Figure 1. Drive-strength map.
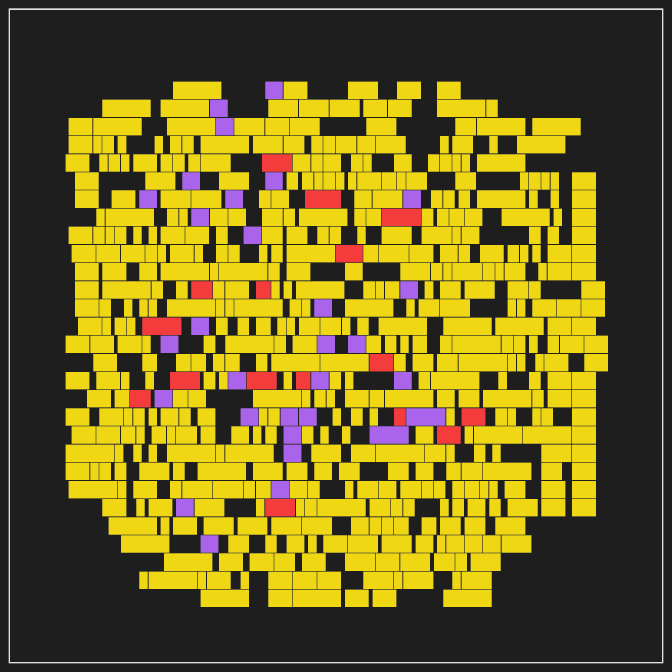
Figure 2. Clock network drawn from the DEF.
Scale bar: 20 um.
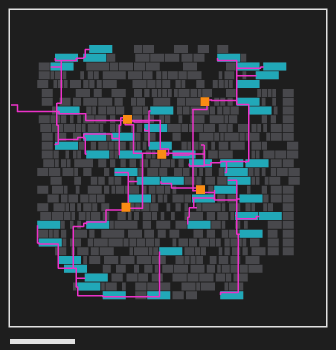
Figure 3. Cell placement.
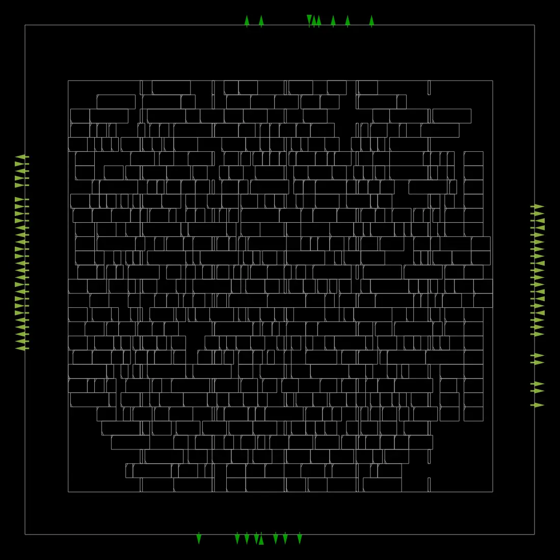
Figure 4. Routed metal per tile.
The die is cut into 20 by 20 equal tiles; dark blue is low, red is high, scaled to the fullest tile. Values are wire area over tile area, all layers added.
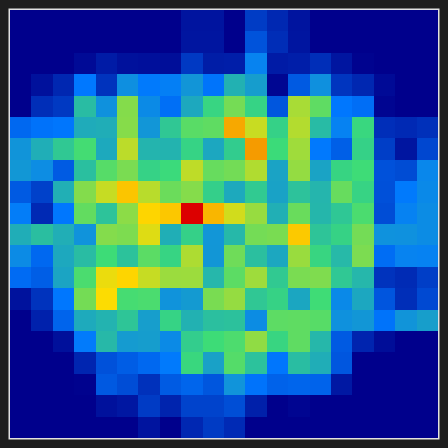
Figure 5. Register map, names as in the netlist.
Scale bar: 20 um. Other sequential cells in the stronger gray, the rest of the logic in the fainter gray.
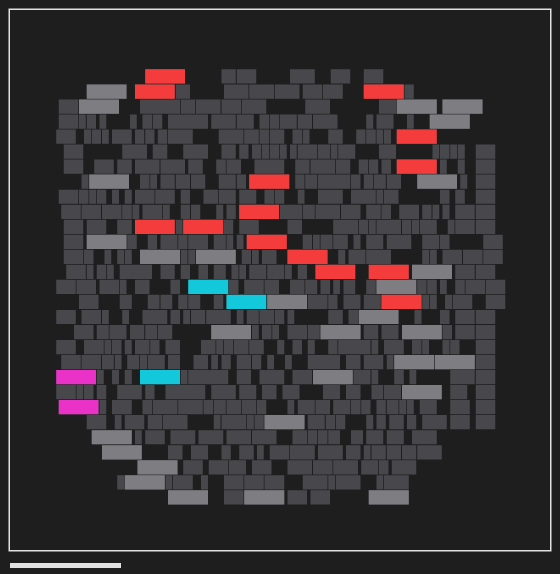
$ cat src/rtl/calc_pkg.sv
`default_nettype none
// ============================================================================
// Module   : calc_pkg
// Purpose  : Shared constants, key classes and helpers for the calculator
// Revision : 1.0  initial release
// ============================================================================
package calc_pkg;

    localparam int DATA_W  = 14;
    localparam int MAX_VAL = 9999;

    // Operands stop accepting digits once they reach four digits.
    localparam logic [DATA_W-1:0] DIGIT_LIMIT = 14'd1000;

    localparam logic [3:0] KEY_DIGIT_MAX = 4'd9;
    localparam logic [3:0] KEY_ADD       = 4'd10;
    localparam logic [3:0] KEY_SUB       = 4'd11;
    localparam logic [3:0] KEY_MULT      = 4'd12;
    localparam logic [3:0] KEY_EQ        = 4'd13;
    localparam logic [3:0] KEY_CLR       = 4'd14;
    localparam logic [3:0] KEY_NOP       = 4'd15;

    localparam logic [1:0] OP_ADD  = 2'd0;
    localparam logic [1:0] OP_SUB  = 2'd1;
    localparam logic [1:0] OP_MULT = 2'd2;

    localparam logic [2:0] ST_ENTER_A = 3'd0;
    localparam logic [2:0] ST_ENTER_B = 3'd1;
    localparam logic [2:0] ST_EXEC    = 3'd2;
    localparam logic [2:0] ST_WAIT    = 3'd3;
    localparam logic [2:0] ST_SHOW    = 3'd4;

    typedef enum logic [2:0] {
        KC_NONE  = 3'd0,
        KC_DIGIT = 3'd1,
        KC_OP    = 3'd2,
        KC_EQ    = 3'd3,
        KC_CLR   = 3'd4
    } key_class_e;

    function automatic key_class_e decode_key(input logic valid, input logic [3:0] code);
        key_class_e kc;
        kc = KC_NONE;
        if (valid) begin
            if (code <= KEY_DIGIT_MAX)                        kc = KC_DIGIT;
            else if ((code >= KEY_ADD) && (code <= KEY_MULT)) kc = KC_OP;
            else if (code == KEY_EQ)                          kc = KC_EQ;
            else if (code == KEY_CLR)                         kc = KC_CLR;
            else                                              kc = KC_NONE;
        end
        return kc;
    endfunction

    // Operator keys are contiguous, so the ALU op is the offset from KEY_ADD.
    function automatic logic [1:0] key_to_op(input logic [3:0] code);
        logic [3:0] offs;
        offs = code - KEY_ADD;
        return offs[1:0];
    endfunction

endpackage
`default_nettype wire

$ cat src/rtl/digit_accum.sv
`default_nettype none
// ============================================================================
// Module   : digit_accum
// Purpose  : Decimal operand accumulator (value*10+digit) with 4-digit limit
// Revision : 1.0  initial release
// ============================================================================
module digit_accum
    import calc_pkg::*;
(
    input  logic              clk,
    input  logic              rst,
    input  logic              clear,
    input  logic              load,
    input  logic [DATA_W-1:0] load_val,
    input  logic              digit_en,
    input  logic [3:0]        digit,
    output logic [DATA_W-1:0] value
);

    logic [DATA_W-1:0] r_value;
    logic [DATA_W-1:0] w_times10;
    logic [DATA_W-1:0] w_next;

    // Below the limit the largest result is 999*10+9, which fits in DATA_W.
    assign w_times10 = (r_value << 3) + (r_value << 1);
    assign w_next    = w_times10 + {{(DATA_W-4){1'b0}}, digit};

    always_ff @(posedge clk) begin
        if (rst || clear) begin
            r_value <= '0;
        end else if (load) begin
            r_value <= load_val;
        end else if (digit_en && (r_value < DIGIT_LIMIT)) begin
            r_value <= w_next;
        end
    end

    assign value = r_value;

endmodule
`default_nettype wire

$ cat src/rtl/calc_controller.sv
`default_nettype none
// ============================================================================
// Module   : calc_controller
// Purpose  : Keypad calculator sequencer driving an external registered ALU
// Revision : 1.0  initial release
// ============================================================================
module calc_controller
    import calc_pkg::*;
(
    input  logic              clk,
    input  logic              rst,
    input  logic              key_valid,
    input  logic [3:0]        key_code,
    input  logic [DATA_W-1:0] alu_result,
    output logic [1:0]        alu_op,
    output logic              alu_eq_en,
    output logic [DATA_W-1:0] alu_a,
    output logic [DATA_W-1:0] alu_b,
    output logic [DATA_W-1:0] display_val,
    output logic              busy
);

    logic [2:0]        r_state;
    logic [2:0]        w_state_nxt;
    logic [1:0]        r_alu_op;
    logic              r_b_entered;
    logic [DATA_W-1:0] r_result;

    key_class_e        w_kc;
    logic              w_clr;
    logic [1:0]        w_key_op;

    logic              w_a_load;
    logic [DATA_W-1:0] w_a_load_val;
    logic              w_a_digit_en;
    logic              w_b_clear;
    logic              w_b_digit_en;
    logic              w_op_load;
    logic              w_bent_set;
    logic              w_bent_clr;

    logic [DATA_W-1:0] w_a_val;
    logic [DATA_W-1:0] w_b_val;

    assign w_kc     = decode_key(key_valid, key_code);
    assign w_clr    = (w_kc == KC_CLR);
    assign w_key_op = key_to_op(key_code);

    // State register
    always_ff @(posedge clk) begin
        if (rst) begin
            r_state <= ST_ENTER_A;
        end else begin
            r_state <= w_state_nxt;
        end
    end

    // Next-state logic; clear wins from every state, including EXEC/WAIT.
    always_comb begin
        w_state_nxt = r_state;
        if (w_clr) begin
            w_state_nxt = ST_ENTER_A;
        end else begin
            case (r_state)
                ST_ENTER_A: if (w_kc == KC_OP) w_state_nxt = ST_ENTER_B;
                ST_ENTER_B: if (w_kc == KC_EQ) w_state_nxt = ST_EXEC;
                ST_EXEC:    w_state_nxt = ST_WAIT;
                ST_WAIT:    w_state_nxt = ST_SHOW;
                ST_SHOW: begin
                    if (w_kc == KC_DIGIT)   w_state_nxt = ST_ENTER_A;
                    else if (w_kc == KC_OP) w_state_nxt = ST_ENTER_B;
                end
                default:    w_state_nxt = ST_ENTER_A;
            endcase
        end
    end

    // Operand and operator update strobes
    always_comb begin
        w_a_load     = 1'b0;
        w_a_load_val = r_result;
        w_a_digit_en = 1'b0;
        w_b_clear    = w_clr;
        w_b_digit_en = 1'b0;
        w_op_load    = 1'b0;
        w_bent_set   = 1'b0;
        w_bent_clr   = 1'b0;
        if (!w_clr) begin
            case (r_state)
                ST_ENTER_A: begin
                    w_a_digit_en = (w_kc == KC_DIGIT);
                    if (w_kc == KC_OP) begin
                        w_op_load  = 1'b1;
                        w_b_clear  = 1'b1;
                        w_bent_clr = 1'b1;
                    end
                end
                ST_ENTER_B: begin
                    w_b_digit_en = (w_kc == KC_DIGIT);
                    w_bent_set   = (w_kc == KC_DIGIT);
                    w_op_load    = (w_kc == KC_OP) && !r_b_entered;
                end
                ST_SHOW: begin
                    if (w_kc == KC_DIGIT) begin
                        w_a_load     = 1'b1;
                        w_a_load_val = {{(DATA_W-4){1'b0}}, key_code};
                        w_b_clear    = 1'b1;
                        w_bent_clr   = 1'b1;
                    end else if (w_kc == KC_OP) begin
                        // Chaining: the previous result becomes operand a.
                        w_a_load   = 1'b1;
                        w_op_load  = 1'b1;
                        w_b_clear  = 1'b1;
                        w_bent_clr = 1'b1;
                    end
                end
                default: ;
            endcase
        end
    end

    digit_accum u_acc_a (
        .clk      (clk),
        .rst      (rst),
        .clear    (w_clr),
        .load     (w_a_load),
        .load_val (w_a_load_val),
        .digit_en (w_a_digit_en),
        .digit    (key_code),
        .value    (w_a_val)
    );

    digit_accum u_acc_b (
        .clk      (clk),
        .rst      (rst),
        .clear    (w_b_clear),
        .load     (1'b0),
        .load_val ({DATA_W{1'b0}}),
        .digit_en (w_b_digit_en),
        .digit    (key_code),
        .value    (w_b_val)
    );

    // The ALU output is valid during WAIT, so it is captured on the WAIT->SHOW edge.
    always_ff @(posedge clk) begin
        if (rst || w_clr) begin
            r_alu_op    <= OP_ADD;
            r_b_entered <= 1'b0;
            r_result    <= '0;
        end else begin
            if (w_op_load) begin
                r_alu_op <= w_key_op;
            end
            if (w_bent_set) begin
                r_b_entered <= 1'b1;
            end else if (w_bent_clr) begin
                r_b_entered <= 1'b0;
            end
            if (r_state == ST_WAIT) begin
                r_result <= alu_result;
            end
        end
    end

    // Outputs
    always_comb begin
        alu_eq_en   = (r_state == ST_EXEC);
        busy        = (r_state == ST_EXEC) || (r_state == ST_WAIT);
        display_val = r_result;
        case (r_state)
            ST_ENTER_A: display_val = w_a_val;
            ST_ENTER_B: display_val = r_b_entered ? w_b_val : w_a_val;
            default:    display_val = r_result;
        endcase
    end

    assign alu_op = r_alu_op;
    assign alu_a  = w_a_val;
    assign alu_b  = w_b_val;

endmodule
`default_nettype wire

$ cat config.mk
export PLATFORM = sky130hd
export DESIGN_NAME = calc_controller
export DESIGN_NICKNAME = d
export VERILOG_FILES = /design/src/rtl/calc_pkg.sv /design/src/rtl/digit_accum.sv /design/src/rtl/calc_controller.sv
export SDC_FILE = /design/constraint.sdc
export NUM_CORES = 1
export LEC_CHECK = 0
export CORE_MARGIN = 8
export CORE_UTILIZATION = 55
export CTS_BUF_LIST = sky130_fd_sc_hd__clkbuf_4
export CTS_CLUSTER_SIZE = 24
export DETAILED_ROUTE_END_ITERATION = 16
export PLACE_DENSITY = 0.83
export REMOVE_ABC_BUFFERS = 1
export SLEW_MARGIN = 0
export SYNTH_ARGS = -nofsm -noshare
export SYNTH_HDL_FRONTEND = slang
export SYNTH_SLANG_ARGS = --single-unit
$ cat constraint.sdc
create_clock -name clk -period 3.1 [get_ports clk]
set_clock_uncertainty 0.2 [all_clocks]
set_input_delay 0.31 -clock clk [delete_from_list [all_inputs] [get_ports clk]]
set_output_delay 0.31 -clock clk [all_outputs]
set_load 0.01 [all_outputs]
==> flow_metrics.py <==
# Auto-generated metrics
metrics = {
    "outcome": {
        "status": "complete, no violations",
    },
    "worst_hold_path": {
        "hp-start": "alu_result[1]",
        "worstHoldEndpoint": "r_result[1]",
        "min_path_cells": 3,
    },
    "yosys": {
        "synth-async-reset-ratio_pct": 0,
        "yosysWarnings": 0,
        "simple_gate_share_pct": 18.9,
        "synth_xor_xnor_area_share_pct": 4.77,
        "synth.avg_cell_area_um2": 8.23,
        "top_logic_kind": "AND-OR/OR-AND gates",
        "ys_chip_area_mm2": 0.00367,
        "synth-edff-count": 0,
    },
    "floorplanning": {
        "fp_util_pct": 57.2,
        "pin_count": 67,
        "die_w_um": 97.7,
    },
    "cts": {
        "cts-resized-gates": 0,
        "numCtsBuffers": 5,
        "cts.htree.levels": 2,
    },
    "grt": {
        "use_met1_pct": 24.9,
        "use_met3_pct": 5.16,
        "grt.busiest_layer": "met2",
        "met2_usage_pct": 36.8,
        "grt_pass1_vias": 3614,
    },
    "detailed_routing": {
        "wl_met2_um": 5020,
        "avgRoutedWirePerCell_um": 17.5,
        "met3_length_um": 807,
        "drtAntennaViolNets": 0,
        "first_iter_violations": 152,
    },
    "pwr": {
        "ir_drop_uv": 248,
        "seqPwrFrac_pct": 43.7,
        "p_seq_mw": 0.703,
        "p_comb_share_pct": 38.0,
        "p_clk_share_pct": 18.3,
        "powerComb_mw": 0.612,
        "leakage_nw": 2.02,
    },
    "placed_design": {
        "placed_area_mm2": 0.00450,
        "dp.cells": 592,
    },
    "critical_path": {
        "cp.required_ps": 3210,
        "setup.worst_path.start": "key_code[3]",
        "path_cells": "clkdlybuf4s50_1 -> fa_1 -> fa_1 -> a211oi_2 -> o21ai_1 -> a21o_1 -> a21oi_1 -> mux2_2 -> a21oi_1",
        "cp-end-kind": "flop",
        "crit_family": "adder cells",
        "reg2reg_depth": 8,
    },
    "final_timing": {
        "slew_viol_final": 0,
        "whs_ps": 269,
        "worst_pin_slew_ps": 945,
    },
    "finish": {
        "area_delta_synth_final_pct": 24.2,
        "n_all_inverters": 4,
        "antenna_cells": 0,
        "area.combinational_mm2": 0.00261,
        "largest_class": "combinational gates",
        "seq_area_um2": 961,
    },
    "job": {
        "maxCapViolCount": 0,
    },
}
About Figure 1:
[_3 and _4 cells] purple | cells: 30 | share: 5.7% | most used: buf_4
[_0 and _1 cells] yellow | cells: 476 | share: 91% | most used: clkdlybuf4s50_1
[_2 cells] red | cells: 16 | share: 3.1%

About Figure 2:
[flip-flops] cyan | count: 48
[clock drivers] orange | count: 5
[clock wires] magenta | length: 601 um
routed clock nets: 6

About Figure 3:
Tapcells: 77
flop share of the area: 21.1%
flop count: 48
Core Area: 0.00642 mm^2

About Figure 4:
tiles over half the peak: 19%
nearly empty tiles: 23%
densest ninth of the die: center
mean over tiles: 0.18
fullest tile: 0.66

About Figure 5:
[u_acc_a.value] red | flops: 14
[r_state] cyan | flops: 3
[alu_op] magenta | flops: 2
not colored: 29

Power and IR drop assume default switching activity.
